### src/rtl/dxc_bw_reconfig_seq.sv
// DXC bandwidth reconfiguration sequencer: IDLE -> ARMED (wait RFP) -> DRAIN -> HOLD_RST -> SETTLE.
// Optional drain watchdog enabled by defining DXC_CFG_DRAIN_WDOG_EN.
module dxc_bw_reconfig_seq #(
  parameter int unsigned RST_CYCLES    = 16,
  parameter int unsigned SETTLE_CYCLES = 64,
  parameter int unsigned IDLE_GAP      = 4,
  parameter int unsigned DRAIN_TIMEOUT = 1024,
  parameter logic [7:0]  DEF_BW_CC1    = 8'h01,
  parameter logic [7:0]  DEF_BW_CC2    = 8'h01
) (
  input  logic       dsp_in_clk_clk,
  input  logic       dsp_in_reset_reset_n,
  input  logic       cfg_req_valid,
  input  logic [7:0] cfg_req_cc1,
  input  logic [7:0] cfg_req_cc2,
  input  logic       rfp_pulse_data,
  input  logic       dp_valid,
  output logic [7:0] bw_config_cc1,
  output logic [7:0] bw_config_cc2,
  output logic       soft_rst_n,
  output logic       cfg_busy,
  output logic       cfg_done,
  output logic       cfg_rejected,
  output logic       cfg_timeout,
  output logic [2:0] seq_state
);

  typedef enum logic [2:0] {
    S_IDLE     = 3'd0,
    S_ARMED    = 3'd1,
    S_DRAIN    = 3'd2,
    S_HOLD_RST = 3'd3,
    S_SETTLE   = 3'd4
  } state_e;

  localparam int unsigned RW = (RST_CYCLES > 1) ? $clog2(RST_CYCLES) : 1;
  localparam int unsigned SW = (SETTLE_CYCLES > 1) ? $clog2(SETTLE_CYCLES) : 1;
  localparam int unsigned GW = $clog2(IDLE_GAP + 1);
  localparam logic [RW-1:0] RST_T = RW'(RST_CYCLES - 1);
  localparam logic [SW-1:0] SET_T = SW'(SETTLE_CYCLES - 1);
  localparam logic [GW-1:0] GAP_T = GW'(IDLE_GAP);

  if (RST_CYCLES < 1 || SETTLE_CYCLES < 1 || IDLE_GAP < 1 || DRAIN_TIMEOUT < 1) begin : g_param_chk
    $error("dxc_bw_reconfig_seq: cycle parameters must be >= 1");
  end

  state_e        state_q, state_d;
  logic          init_q, init_d;
  logic [7:0]    req_cc1_q, req_cc1_d, req_cc2_q, req_cc2_d;
  logic [7:0]    bw1_q, bw1_d, bw2_q, bw2_d;
  logic          srst_n_q, srst_n_d, busy_q, busy_d;
  logic          done_q, done_d, rej_q, rej_d;
  logic [RW-1:0] rst_cnt_q, rst_cnt_d;
  logic [SW-1:0] set_cnt_q, set_cnt_d;
  logic [GW-1:0] gap_q, gap_d, gap_inc;
  logic          enter_hold;

`ifdef DXC_CFG_DRAIN_WDOG_EN
  localparam int unsigned TW = $clog2(DRAIN_TIMEOUT + 1);
  localparam logic [TW-1:0] TOUT_T = TW'(DRAIN_TIMEOUT);
  logic [TW-1:0] dwell_q, dwell_d, dwell_inc;
  logic          tout_q, tout_d;
`endif

  always_comb begin
    state_d    = state_q;
    init_d     = init_q;
    req_cc1_d  = req_cc1_q;
    req_cc2_d  = req_cc2_q;
    bw1_d      = bw1_q;
    bw2_d      = bw2_q;
    rst_cnt_d  = rst_cnt_q;
    set_cnt_d  = set_cnt_q;
    gap_d      = gap_q;
    gap_inc    = '0;
    enter_hold = 1'b0;
    done_d     = 1'b0;
    rej_d      = 1'b0;
`ifdef DXC_CFG_DRAIN_WDOG_EN
    dwell_d    = dwell_q;
    dwell_inc  = '0;
    tout_d     = tout_q;
`endif
    case (state_q)
      S_IDLE: begin
        if (cfg_req_valid) begin
          if (cfg_req_cc1 == bw1_q && cfg_req_cc2 == bw2_q) begin
            done_d = 1'b1;
          end else begin
            req_cc1_d = cfg_req_cc1;
            req_cc2_d = cfg_req_cc2;
            state_d   = S_ARMED;
`ifdef DXC_CFG_DRAIN_WDOG_EN
            tout_d    = 1'b0;
`endif
          end
        end
      end
      S_ARMED: begin
        if (rfp_pulse_data) begin
          state_d = S_DRAIN;
          gap_d   = '0;
`ifdef DXC_CFG_DRAIN_WDOG_EN
          dwell_d = '0;
`endif
        end
      end
      S_DRAIN: begin
        gap_inc = dp_valid ? '0 : ((gap_q == GAP_T) ? gap_q : gap_q + 1'b1);
        gap_d   = gap_inc;
        if (gap_inc == GAP_T) enter_hold = 1'b1;
`ifdef DXC_CFG_DRAIN_WDOG_EN
        // Gap completion takes priority over a coincident timeout.
        dwell_inc = (dwell_q == TOUT_T) ? dwell_q : dwell_q + 1'b1;
        dwell_d   = dwell_inc;
        if (!enter_hold && dwell_inc == TOUT_T) begin
          enter_hold = 1'b1;
          tout_d     = 1'b1;
        end
`endif
        if (enter_hold) begin
          state_d   = S_HOLD_RST;
          rst_cnt_d = '0;
          bw1_d     = req_cc1_q;
          bw2_d     = req_cc2_q;
        end
      end
      S_HOLD_RST: begin
        if (rst_cnt_q == RST_T) begin
          state_d   = S_SETTLE;
          set_cnt_d = '0;
        end else begin
          rst_cnt_d = rst_cnt_q + 1'b1;
        end
      end
      S_SETTLE: begin
        if (set_cnt_q == SET_T) begin
          state_d = S_IDLE;
          done_d  = !init_q;
          init_d  = 1'b0;
        end else begin
          set_cnt_d = set_cnt_q + 1'b1;
        end
      end
      default: state_d = S_IDLE;
    endcase
    if (cfg_req_valid && state_q != S_IDLE) rej_d = 1'b1;
    srst_n_d = (state_d != S_HOLD_RST);
    busy_d   = (state_d != S_IDLE);
  end

  always_ff @(posedge dsp_in_clk_clk or negedge dsp_in_reset_reset_n) begin
    if (!dsp_in_reset_reset_n) begin
      state_q   <= S_HOLD_RST;
      init_q    <= 1'b1;
      req_cc1_q <= DEF_BW_CC1;
      req_cc2_q <= DEF_BW_CC2;
      bw1_q     <= DEF_BW_CC1;
      bw2_q     <= DEF_BW_CC2;
      srst_n_q  <= 1'b0;
      busy_q    <= 1'b1;
      done_q    <= 1'b0;
      rej_q     <= 1'b0;
      rst_cnt_q <= '0;
      set_cnt_q <= '0;
      gap_q     <= '0;
`ifdef DXC_CFG_DRAIN_WDOG_EN
      dwell_q   <= '0;
      tout_q    <= 1'b0;
`endif
    end else begin
      state_q   <= state_d;
      init_q    <= init_d;
      req_cc1_q <= req_cc1_d;
      req_cc2_q <= req_cc2_d;
      bw1_q     <= bw1_d;
      bw2_q     <= bw2_d;
      srst_n_q  <= srst_n_d;
      busy_q    <= busy_d;
      done_q    <= done_d;
      rej_q     <= rej_d;
      rst_cnt_q <= rst_cnt_d;
      set_cnt_q <= set_cnt_d;
      gap_q     <= gap_d;
`ifdef DXC_CFG_DRAIN_WDOG_EN
      dwell_q   <= dwell_d;
      tout_q    <= tout_d;
`endif
    end
  end

  assign bw_config_cc1 = bw1_q;
  assign bw_config_cc2 = bw2_q;
  assign soft_rst_n    = srst_n_q;
  assign cfg_busy      = busy_q;
  assign cfg_done      = done_q;
  assign cfg_rejected  = rej_q;
  assign seq_state     = state_q;
`ifdef DXC_CFG_DRAIN_WDOG_EN
  assign cfg_timeout   = tout_q;
`else
  assign cfg_timeout   = 1'b0;
`endif

endmodule

### config.mk
export PLATFORM = sky130hd
export DESIGN_NAME = dxc_bw_reconfig_seq
export DESIGN_NICKNAME = d
export VERILOG_FILES = /design/src/rtl/dxc_bw_reconfig_seq.sv
export SDC_FILE = /design/constraint.sdc
export NUM_CORES = 1
export LEC_CHECK = 0
export CORE_ASPECT_RATIO = 1.75
export CORE_MARGIN = 10
export CORE_UTILIZATION = 58
export CTS_BUF_LIST = sky130_fd_sc_hd__clkbuf_2 sky130_fd_sc_hd__clkbuf_4 sky130_fd_sc_hd__clkbuf_8
export CTS_CLUSTER_DIAMETER = 30
export CTS_CLUSTER_SIZE = 25
export DETAILED_ROUTE_END_ITERATION = 10
export GPL_TIMING_DRIVEN = 0
export PLACE_DENSITY = 0.92
export SLEW_MARGIN = 20
export SYNTH_ARGS = -nofsm -noshare
export SYNTH_HDL_FRONTEND = slang
export SYNTH_SLANG_ARGS = --single-unit
### constraint.sdc
create_clock -name dsp_in_clk_clk -period 5.2 [get_ports dsp_in_clk_clk]
set_clock_uncertainty 0.2 [all_clocks]
set_input_delay 1.04 -clock dsp_in_clk_clk [delete_from_list [all_inputs] [get_ports dsp_in_clk_clk]]
set_output_delay 1.04 -clock dsp_in_clk_clk [all_outputs]
set_load 0.05 [all_outputs]
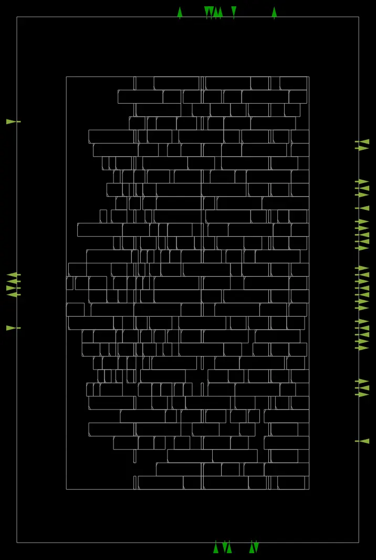
Fig. 1. Cell outlines without signal wires (run 1).
seq_cells: 53
Well-Tap Cells: 49
FILL cells: 279

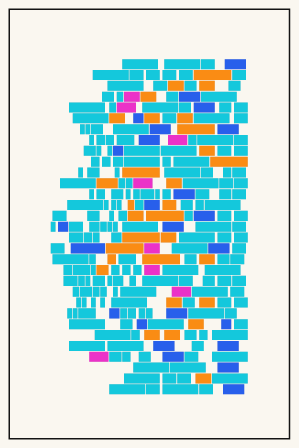
Fig. 2. Sizing map (run 1).
Key: cyan = drive 1 or less [cells 187, share 75%]; blue = drive 3 to 4 [cells 24, share 9.6%]; magenta = drive 6 and up [cells 8, share 3.2%]; orange = drive 2 [cells 30, share 12%]
Design Area, Final: 3110 um^2
area delta synth->final: 22.9%
Final Worst Setup Slack: 2.06 ns
Non-clock buffers: 49

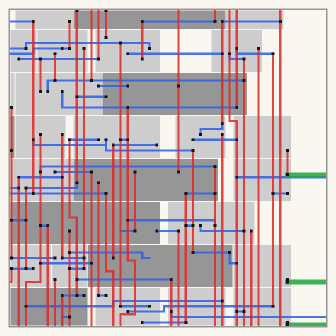
Fig. 3. Zoomed window (run 1).
Region (42, 71) to (62, 91) um. Cells in grey, sequential cells in the stronger grey; small squares are vias.
Key: red = met2; green = met3; blue = met1
Netlist names of flops here include bw_config_cc2 (2), req_cc2_q (2). Sequential cells in the window: 5. 22 logic cells have their middle in the window. Most frequent: clkdlybuf4s50_1 (5), xor2_1 (4), dfrtp_1 (4).

==> flow_metrics.env, run 1 <==
# physical design summary
export IMPL_status="completed"
export IMPL_max_slew_margin_pct=57.3
export IMPL_grt_ovfl_total=0
export IMPL_post_synth_instance_area_um2=2530
export IMPL_power_frac_seq_pct=59.6
export IMPL_synth_most_common_cell="dfrtp_1"
export IMPL_synth_edff_count=0
export IMPL_power_top_group="registers"
export IMPL_yosys_area_top_type="dfrtp_1"
export IMPL_cts_root_buf="clkbuf_8"
export IMPL_postRouteAntennaNets=0
export IMPL_compound_area_share_pct=4.94
export IMPL_rr_endpoint="req_cc2_q[6]"
export IMPL_place_gp_congestion=0.802
export IMPL_route_met3_wl_um=276
export IMPL_first_iter_violations=92
export IMPL_postSynthSeqShare_pct=52.7
export IMPL_r2r_cells=6
export IMPL_met2_length_um=2870
export IMPL_hold_path_class="flop to flop"
export IMPL_hpwl_um=4070
export IMPL_num_vias=1678
export IMPL_path_cells="clkdlybuf4s50_1 > xor2_1 > nor4_1 > nand4_1 > nand3_2 > buf_4 > mux2_2"
export IMPL_clk_pin_slew_ns=0.10
export IMPL_hp_start="req_cc1_q[4]"
export IMPL_synthCells=198
export IMPL_synth_nets=223
export IMPL_ys_sh_xor_pct=7.60
export IMPL_ys_sh_simple_pct=12.8
export IMPL_dieHeight_um=107
export IMPL_chipWidth_um=70.0
export IMPL_hold_depth=1
export IMPL_ys_warn_count=0
export IMPL_ys_sh_mux_pct=17.0
export IMPL_grt_busiest_layer="met2"
export IMPL_ys_ff=53
export IMPL_hold_path_end="bw_config_cc1[4]"
export IMPL_ys_cells=198
export IMPL_powerDensity_nw_per_um2=222
export IMPL_grt_pass1_vias=1798
export IMPL_p_leak_nw=1.46
export IMPL_critPathCapture="req_cc2_q[6]"
export IMPL_tns_ns=0
export IMPL_internal_power_mw=0.530
export IMPL_ff_latch_area_um2=1340
export IMPL_period_needed_ns=3.14
export IMPL_ys_flop_type="dfrtp_1"
export IMPL_top_cell_area_share_pct=44.4
export IMPL_cts_setup_buffers=0
export IMPL_drt_wl_total_um=5470
export IMPL_final_common_cell="dfrtp_1"
export IMPL_synthTopCellsByArea="dfrtp_1 44%, mux2_4 9.5%, dfstp_2 8.3%"
export IMPL_switching_power_mw=0.162
export IMPL_numPortBuffers=43
export IMPL_cts_buffer_depth=2
export IMPL_crit_cells=7
export IMPL_antenna_found_initial=0
export IMPL_worstSetupStartpointType="primary input"
export IMPL_clk_latency_ns=0.32
export IMPL_postSynthAreaPerCell_um2=12.8
export IMPL_peakVddDrop_mv=0.205
export IMPL_max_cap_viol_count=0
export IMPL_topRoutingLayerUsed="met4"
export IMPL_topCombFamilyByArea="multiplexers"
export IMPL_r2r_setup_slack_ns=2.78
export IMPL_rr_startpoint="bw_config_cc2[7]"
export IMPL_cts_hold_buf=0
export IMPL_dr_pass1_iters=4
export IMPL_arrival_ns=3.14
export IMPL_design_core_area_um2=4190
export IMPL_worst_path_buf_inv=2
export IMPL_synth_distinct_cells=39
export IMPL_rows=31
export IMPL_chipArea_um2=7520
export IMPL_lay_top_cells="45 x dfrtp_1, 42 x clkdlybuf4s50_1, 20 x xor2_1"
export IMPL_wl_met1_um=2250
run 1: final cells by class:
class | count | share of cell area (%)
Clock inverter | 2 | 0.482
Inverter | 4 | 0.482
Buffer | 6 | 1.73
Tap cell | 49 | 1.97
Timing Repair Buffer | 43 | 13.7
Multi-Input combinational cell | 135 | 36.2
Clock buffer | 6 | 2.45
Sequential cell | 53 | 42.9
run 1: stage by stage:
step	instance area [um^2]	utilization (%)	hold slack, ns	cells	worst slack [ns]
finish	3110	74.3	0.309	298	2.06
global route	3110	74.3	0.322	298	1.96
CTS	3110	74.3	0.306	298	2.02
detailed placement	3020	72.2	0.282	290	1.69
global placement	3030	72.2	0.279	290	1.42
floorplan	2530	-	0.273	198	2.58
Fig. 4: run 1, cell area per tile
7 x 11 tiles, from white (low) to dark blue (high), 0 to 100% covered.
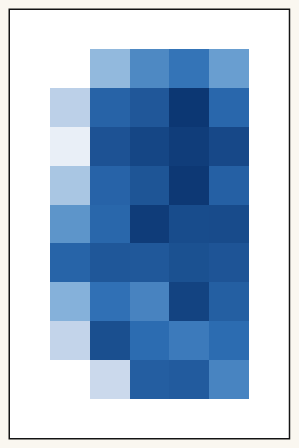

==> run 2: changes to the inputs <==
--- a/config.mk
+++ b/config.mk
@@ -7,13 +7,13 @@
 export LEC_CHECK = 0
 export CORE_ASPECT_RATIO = 1.75
 export CORE_MARGIN = 10
-export CORE_UTILIZATION = 58
+export CORE_UTILIZATION = 49
 export CTS_BUF_LIST = sky130_fd_sc_hd__clkbuf_2 sky130_fd_sc_hd__clkbuf_4 sky130_fd_sc_hd__clkbuf_8
 export CTS_CLUSTER_DIAMETER = 30
 export CTS_CLUSTER_SIZE = 25
 export DETAILED_ROUTE_END_ITERATION = 10
 export GPL_TIMING_DRIVEN = 0
-export PLACE_DENSITY = 0.92
+export PLACE_DENSITY = 0.83
 export SLEW_MARGIN = 20
 export SYNTH_ARGS = -nofsm -noshare
 export SYNTH_HDL_FRONTEND = slang
==> constraint.sdc (replaced) <==
create_clock -name dsp_in_clk_clk -period 2.7 [get_ports dsp_in_clk_clk]
set_clock_uncertainty 0.2 [all_clocks]
set_input_delay 0.54 -clock dsp_in_clk_clk [delete_from_list [all_inputs] [get_ports dsp_in_clk_clk]]
set_output_delay 0.54 -clock dsp_in_clk_clk [all_outputs]
set_load 0.05 [all_outputs]
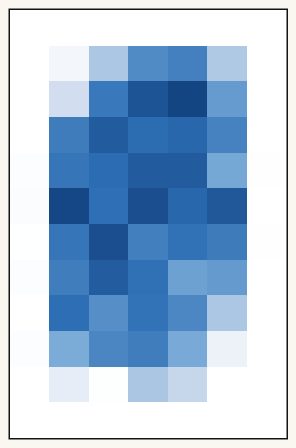
Fig. 5. Cell area per tile (run 2).
7 x 12 tiles, from white (low) to dark blue (high), 0 to 100% covered.
The emptiest ninth of the die: south-east. 17% of the tiles are over 75% full. 43% of the tiles are nearly empty. The mean over all tiles is 36%. The densest ninth of the die: centre. The fullest tile reaches 92%.
core area: 4980 um^2
Core Density at Floorplan: 50.9%
Final Util: 63.0%

==> flow_metrics.env, run 2 <==
# physical design summary
export IMPL_status="completed"
export IMPL_power_frac_comb_pct=5.5
export IMPL_dr_pass1_iters=4
export IMPL_nets=273
export IMPL_fmax_mhz=385
export IMPL_yosys_area_top_type="dfrtp_1"
export IMPL_yosys_stat_area_um2=2530
export IMPL_switching_power_mw=0.291
export IMPL_dominant_cells="registers"
export IMPL_synthAdderAreaFrac_pct=1.98
export IMPL_clkSinkCount=53
export IMPL_rr_endpoint="req_cc2_q[3]"
export IMPL_clk_latency_ns=0.30
export IMPL_ys_warn_count=0
export IMPL_first_iter_violations=45
export IMPL_final_common_cell="dfrtp_1"
export IMPL_track_usage_pct=12.8
export IMPL_inv_count=4
export IMPL_synth_most_common_cell="dfrtp_1"
export IMPL_hold_path_class="primary input to asynchronous set/reset pin"
export IMPL_routed_via_density=5.47
export IMPL_cts_buffer_depth=2
export IMPL_rows=34
export IMPL_grt_pass1_vias=1833
export IMPL_cts_setup_buffers=0
export IMPL_ys_sh_mux_pct=17.0
export IMPL_topRoutingLayerUsed="met4"
export IMPL_grt_busiest_layer="met2"
export IMPL_synth_nets=223
export IMPL_r2r_setup_slack_ns=0.34
export IMPL_met2_length_um=2810
export IMPL_synthTopCellsByCount="45 x dfrtp_1, 20 x xor2_1, 17 x mux2_2"
export IMPL_place_gp_congestion=0.790
export IMPL_antenna_cells=0
export IMPL_worstSetupStartpointType="primary input"
export IMPL_slew_viol_final=0
export IMPL_ys_sh_xor_pct=7.60
export IMPL_seq_area_share_pct=42.6
export IMPL_period_used_pct=96.1
export IMPL_ff_latch_area_um2=1340
export IMPL_cp_max_fo=10
export IMPL_power_top_group="registers"
export IMPL_chipWidth_um=74.4
export IMPL_compound_area_share_pct=4.94
export IMPL_setup_ws_ns=0.105
export IMPL_synth_distinct_cells=39
export IMPL_rr_startpoint="bw_config_cc1[3]"
export IMPL_postPlaceCellArea_um2=3030
export IMPL_top_cell_area_share_pct=44.4
export IMPL_antenna_found_initial=0
export IMPL_final_area_um2=3140
export IMPL_period_needed_ns=2.60
export IMPL_rsz0062_at_grt="false"
export IMPL_worst_path_buf_inv=2
export IMPL_wire_per_inst_um=17.4
export IMPL_worstPathRequired_ns=2.69
export IMPL_num_vias=1656
export IMPL_internal_power_mw=1.02
export IMPL_postRouteAntennaNets=0
export IMPL_synthCells=198
export IMPL_chipArea_um2=8560
export IMPL_dieHeight_um=115
export IMPL_max_slew_margin_pct=56.0
export IMPL_grt_ovfl_total=0
export IMPL_use_met2_pct=22.2
export IMPL_cts_root_buf="clkbuf_8"
export IMPL_logic_gate_count=135
export IMPL_ys_flop_type="dfrtp_1"
export IMPL_hold_ws_ns=0.0617
export IMPL_tns_ns=0
export IMPL_topCombFamilyByArea="multiplexers"
export IMPL_setup_viol=0
export IMPL_synth_edff_count=0
export IMPL_post_place_ws_ns=-0.480
export IMPL_max_cap_viol_count=0
export IMPL_clock_buffers=6
export IMPL_post_synth_instance_area_um2=2530
export IMPL_peakVddDrop_mv=0.312
export IMPL_numPortBuffers=43
export IMPL_powerDensity_nw_per_um2=418
export IMPL_ff_count=53
export IMPL_ys_sh_simple_pct=12.8
export IMPL_arrival_ns=2.58
export IMPL_drt_wl_total_um=5260
export IMPL_wl_met1_um=2050
export IMPL_hold_violations=0
export IMPL_lay_top_cells="45 x dfrtp_1, 42 x clkdlybuf4s50_1, 20 x xor2_1"
export IMPL_hpwl_um=3900
export IMPL_postSynthSeqShare_pct=52.7
export IMPL_nNonClkBuffers=49
export IMPL_bufAreaShareNonClock_pct=15.4
export IMPL_ys_cells=198
export IMPL_critPathCaptureType="flop"
export IMPL_clk_pin_slew_ns=0.09
export IMPL_power_frac_seq_pct=60.7
export IMPL_syn2layout_area_growth_pct=23.8
export IMPL_route_met3_wl_um=307
export IMPL_dp_cells=295
export IMPL_postSynthAreaPerCell_um2=12.8
export IMPL_ys_ff=53
export IMPL_comb_share_pct=36.6
export IMPL_p_leak_nw=1.47
export IMPL_clock_cell_area_share_pct=2.75
export IMPL_grt_max_degree=54
export IMPL_crit_type="primary input to flop"
export IMPL_r2r_cells=6
export IMPL_path_cells="clkdlybuf4s50_1 > xor2_1 > nor4_2 > nand4_1 > nand3_4 > buf_4 > mux2_2"
export IMPL_cts_tree="done"
export IMPL_synthTopCellsByArea="dfrtp_1 44%, mux2_4 9.5%, dfstp_2 8.3%"
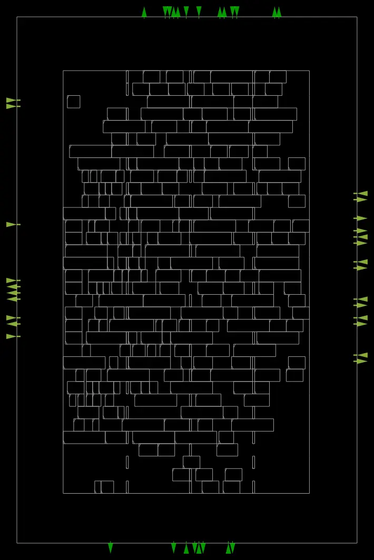
Fig. 6. Cell outlines without signal wires (run 2).
FILL cells: 415
Layout Cells excl Fill: 303
Well-Tap Cells: 54

-- run 2: how the worst max path moves through the flow --
stage / startpoint / endpoint / cells after the start / slack, ns
4_1_cts: cfg_req_cc2[7] / req_cc2_q[3] / 7 / 0.01
3_5_place_dp: cfg_req_cc2[7] / req_cc2_q[3] / 7 / -0.48
3_3_place_gp: dsp_in_reset_reset_n / bw_config_cc1[1] / 1 / -0.66
2_1_floorplan: seq_state[2] / bw_config_cc1[1] / 6 / 0.44
5_1_grt: cfg_req_cc1[1] / req_cc2_q[6] / 7 / 0.03
6_report: cfg_req_cc1[3] / req_cc2_q[3] / 7 / 0.10
-- run 2: timing repair --
action                                  CTS  global route
hold buffers                              0             0
endpoints found under the setup margin    8             7
pin swaps                                 0             3
endpoints found under the hold margin     0             0
resized                                   1             2
